===== src/rtl/program_loader.sv =====
// program_loader: byte-stream boot loader. Collects a 4-byte little-endian
// word count, validates it against the instruction-memory window, then
// assembles little-endian 32-bit words and writes each one through a
// single-word memory port. Ends in DONE (load_done) or ERR (load_error).
module program_loader #(
   parameter int ADDR_W    = 12,
   parameter int BASE_WORD = 0
) (
   input  logic              clk,
   input  logic              reset,
   input  logic [7:0]        rx_data,
   input  logic              rx_valid,
   output logic              rx_ready,
   output logic              mem_we,
   output logic [ADDR_W-1:0] mem_addr,
   output logic [31:0]       mem_wdata,
   output logic              load_done,
   output logic              load_error,
   output logic [ADDR_W:0]   words_loaded
);

   localparam logic [2:0] S_HDR   = 3'd0;
   localparam logic [2:0] S_CHECK = 3'd1;
   localparam logic [2:0] S_DATA  = 3'd2;
   localparam logic [2:0] S_WRITE = 3'd3;
   localparam logic [2:0] S_DONE  = 3'd4;
   localparam logic [2:0] S_ERR   = 3'd5;

   // Largest count that fits between BASE_WORD and the top of memory.
   // Computed in 33 bits so any 32-bit header compares without truncation.
   localparam logic [32:0]       N_LIMIT   = (33'd1 << ADDR_W) - 33'(BASE_WORD);
   localparam logic [ADDR_W-1:0] BASE_ADDR = ADDR_W'(BASE_WORD);

   logic [2:0]      state_q, state_d;
   logic [31:0]     count_q, count_d;
   logic [1:0]      byte_idx_q, byte_idx_d;
   logic [23:0]     word_q, word_d;        // lanes 0..2 of the word in flight
   logic [31:0]     wdata_q, wdata_d;
   logic [ADDR_W:0] words_q, words_d;

   logic            accept_s;
   logic            bad_count_s;
   logic [ADDR_W:0] words_next_s;
   logic            last_word_s;

   assign accept_s     = rx_valid & rx_ready;
   assign bad_count_s  = (count_q == 32'd0) || ({1'b0, count_q} > N_LIMIT);
   assign words_next_s = words_q + {{ADDR_W{1'b0}}, 1'b1};
   assign last_word_s  = (33'(words_next_s) == {1'b0, count_q});

   // Next-state and datapath decode for the load sequence.
   always_comb begin
      state_d    = state_q;
      count_d    = count_q;
      byte_idx_d = byte_idx_q;
      word_d     = word_q;
      wdata_d    = wdata_q;
      words_d    = words_q;
      case (state_q)
         S_HDR: begin
            if (accept_s) begin
               // Right shift: after four bytes the first one sits in [7:0].
               count_d    = {rx_data, count_q[31:8]};
               byte_idx_d = byte_idx_q + 2'd1;
               if (byte_idx_q == 2'd3) begin
                  state_d = S_CHECK;
               end else begin
                  state_d = S_HDR;
               end
            end else begin
               state_d = S_HDR;
            end
         end
         S_CHECK: begin
            byte_idx_d = 2'd0;
            words_d    = '0;
            if (bad_count_s) begin
               state_d = S_ERR;
            end else begin
               state_d = S_DATA;
            end
         end
         S_DATA: begin
            if (accept_s) begin
               byte_idx_d = byte_idx_q + 2'd1;
               if (byte_idx_q == 2'd3) begin
                  wdata_d = {rx_data, word_q};
                  state_d = S_WRITE;
               end else begin
                  word_d[{byte_idx_q, 3'b000} +: 8] = rx_data;
                  state_d = S_DATA;
               end
            end else begin
               state_d = S_DATA;
            end
         end
         S_WRITE: begin
            words_d = words_next_s;
            if (last_word_s) begin
               state_d = S_DONE;
            end else begin
               state_d = S_DATA;
            end
         end
         S_DONE:  state_d = S_DONE;
         S_ERR:   state_d = S_ERR;
         default: state_d = S_HDR;
      endcase
   end

   // State and datapath registers; reset overrides every transition.
   always_ff @(posedge clk) begin
      if (reset) begin
         state_q    <= S_HDR;
         count_q    <= 32'd0;
         byte_idx_q <= 2'd0;
         word_q     <= 24'd0;
         wdata_q    <= 32'd0;
         words_q    <= '0;
      end else begin
         state_q    <= state_d;
         count_q    <= count_d;
         byte_idx_q <= byte_idx_d;
         word_q     <= word_d;
         wdata_q    <= wdata_d;
         words_q    <= words_d;
      end
   end

   // Outputs decode registered state only; no path from rx_valid to rx_ready.
   assign rx_ready     = (state_q == S_HDR) || (state_q == S_DATA);
   assign mem_we       = (state_q == S_WRITE);
   assign load_done    = (state_q == S_DONE);
   assign load_error   = (state_q == S_ERR);
   assign mem_addr     = BASE_ADDR + words_q[ADDR_W-1:0];
   assign mem_wdata    = wdata_q;
   assign words_loaded = words_q;

endmodule


===== config.mk =====
export PLATFORM = sky130hd
export DESIGN_NAME = program_loader
export DESIGN_NICKNAME = d
export VERILOG_FILES = /design/src/rtl/program_loader.sv
export SDC_FILE = /design/constraint.sdc
export NUM_CORES = 1
export LEC_CHECK = 0
export CAP_MARGIN = 20
export CORE_AREA = 5 5 107 109
export DETAILED_ROUTE_END_ITERATION = 16
export DIE_AREA = 0 0 112 114
export PLACE_DENSITY = 0.71
export SLEW_MARGIN = 10
export SYNTH_ARGS = -nofsm -noshare
export SYNTH_HDL_FRONTEND = slang
export SYNTH_SLANG_ARGS = --single-unit

===== constraint.sdc =====
create_clock -name clk -period 2.3 [get_ports clk]
set_clock_uncertainty 0.05 [all_clocks]
set_input_delay 0.23 -clock clk [delete_from_list [all_inputs] [get_ports clk]]
set_output_delay 0.23 -clock clk [all_outputs]
set_load 0.005 [all_outputs]

**Local utilization**

Drawn at 3 px/um. 11 x 11 tiles, from white (low) to dark blue (high), 0 to 100% covered.
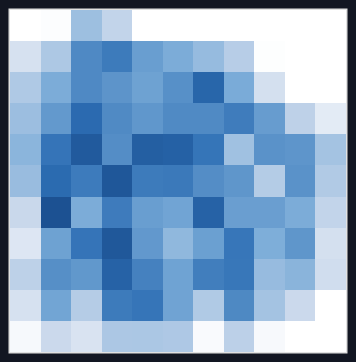
tiles over 75% full = 9.1%
nearly empty tiles = 14%
densest ninth of the die = middle
emptiest ninth of the die = top right
core utilization at floorplan: 43.7%
Util after Layout: 54.1%
placeable core area: 10500 um^2

**Metal 3**

Drawn at 4 px/um. Cells faint in the background.
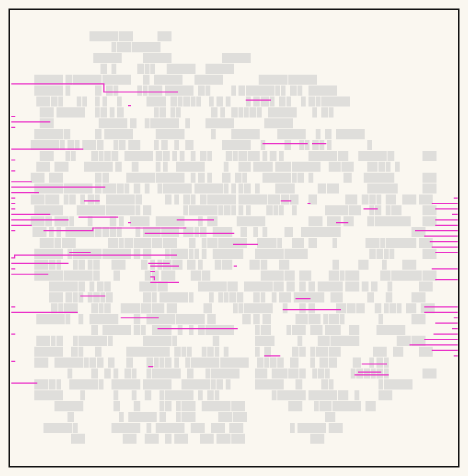
main direction = horizontal
wire length on this layer = 576 um
nets with wire on the layer = 71

**Clock nets**

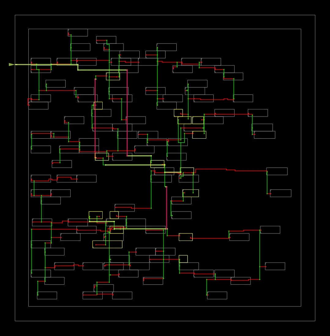
power of the clock network: 0.00123 W
clk latency late pin: 0.36 ns
clock buf count: 9

**The metal 1 layer**

Drawn at 2 px/um. Supply wires on this layer in grey.
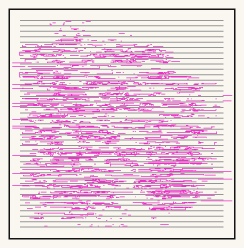
nets with wire on the layer = 604
longest straight run = 36.8 um
share of all routed wire = 44%
wire length on this layer = 5130 um
main direction = horizontal

**Clock distribution**

Drawn at 3 px/um.
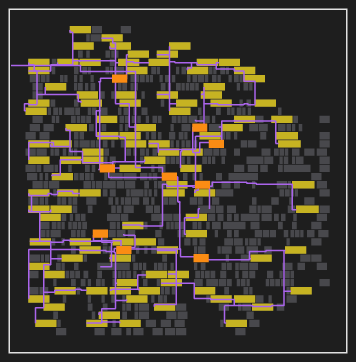
clock wires -> purple  # length 1230 um
flip-flops -> yellow  # count 106
clock drivers -> orange  # count 9
flops lie = widely spread
clock group share of total power: 37.4%

==> run_results.csv <==
group,metric,value,unit
status,outcome,"finished clean",
clock_network,tritoncts_buffer_count,9,
sta,fin_tns_setup,0,ns
synthesis,synth.cells.most_frequent,"sky130_fd_sc_hd__nand2_1, sky130_fd_sc_hd__dfxtp_1, sky130_fd_sc_hd__a21oi_1, sky130_fd_sc_hd__clkbuf_1, sky130_fd_sc_hd__nand3_1",
global_route,first_pass_grt_wire_length,19400,um
clock_network,numClockSinks,106,
critical_path,crit-reg2reg-launch,"words_loaded[8]$_SDFFE_PP0P_",
sta,grt_setup_unrepaired,"false",
critical_path,cp-startpoint,"words_loaded[8]$_SDFFE_PP0P_",
critical_path,endpoint,"state_q[1]$_SDFF_PP0_",
pwr,max-vdd-ir-drop,0.301,mV
place,dp_worst_setup_slack,-0.0266,ns
cells_and_area,layout.cell_area.non_filler,5690,um^2
synthesis,synth_top_flop_cell,"sky130_fd_sc_hd__dfxtp_1",
route,count_of_unresolved_drc_violations_after_routing,0,
die,nWellTaps,140,
global_route,globalRouteTotalUtil,18.4,%
cells_and_area,inverters,8,
synthesis,synthMostInstantiatedCell,"sky130_fd_sc_hd__nand2_1",
critical_path,reg2reg_to,"state_q[1]$_SDFF_PP0_",
clock_network,cts_max_level,3,
critical_path,crit_family,"simple AND/OR/NAND/NOR gates",
pwr,finalPower,0.00328,W
synthesis,syn_area,4590,um^2
pwr,power.share.switching,25.4,%
synthesis,simple_gate_share,27.0,%
critical_path,path_cells,"and4_1 -> nor2_1 -> a211o_2 -> or4b_1 -> nor4_4 -> a21oi_1",
cells_and_area,fill_cells,993,
global_route,grt.met2_usage,32.2,%
worst_hold_path,min_delay_path_depth,2,
route,wl_met3,576,um
cells_and_area,final_net_count,675,
synthesis,netlist_logic_family_top,"simple AND/OR/NAND/NOR gates",
synthesis,yosys_warnings,0,
die,dieHeight,114,um
cells_and_area,final-seq-area,2130,um^2
worst_hold_path,holdCritStartpoint,"reset",
clock_network,clock_tree_from_tritoncts,"yes",
cells_and_area,num-nonclk-buffers,96,
place,dpl-instance-area,5440,um^2
synthesis,synthesized_area_fraction_occupied_by_xor_and_xnor_cells,3.41,%
critical_path,setup.worst_path.class,"reg -> reg",
critical_path,critical_path_capture_point_type,"flop",
synthesis,syn_nets,617,
place,dp_hpwl,8310,um
cells_and_area,layout.cells.most_common,"sky130_fd_sc_hd__nand2_1",
die,pin_count,72,
route,avgRoutedWirePerCell,14.5,um
pwr,power_switching,0.000835,W
critical_path,worst-r2r-setup-slack,0.11,ns
synthesis,ys_chip_area,4590,um^2
pwr,intPower,0.00245,W
clock_network,clkTransAtPathRegs,0.11,ns
synthesis,synth.cellmix.adderShare,1.64,%
clock_network,post_cts_resized,1,
cells_and_area,final_cell_count_no_fill,803,
cells_and_area,multiInputCombCellCount,437,
critical_path,worst_setup_path_start_kind,"flop",
clock_network,postCtsHoldBufs,0,
route,first_iter_violations,241,
cells_and_area,clockNetworkAreaShare,3.81,%
place,buffer_ports.inserted,71,
cells_and_area,final-comb-area,2230,um^2
sta,hold-worst-slack,0.230,ns
clock_network,cts_max_path_buffers,2,
synthesis,synth_cells,600,
critical_path,cp_data_arrival_time,2.39,ns
synthesis,ys_sh_mux,0.900,%
critical_path,cp.buffers_inverters,0,
pwr,power.sequential.fraction,57.1,%
pwr,pg_seq,0.00187,W
die,die_outline_area,12800,um^2
global_route,grt_start_max_net_pins,40,
route,ant_nets,0,
sta,layout_setup_ws,0.113,ns
place,dp_cells,787,
place,place.gp.congestion,0.853,
synthesis,edf_count,0,
cells_and_area,sh_comb_area,39.2,%
Power and IR drop assume default switching activity.
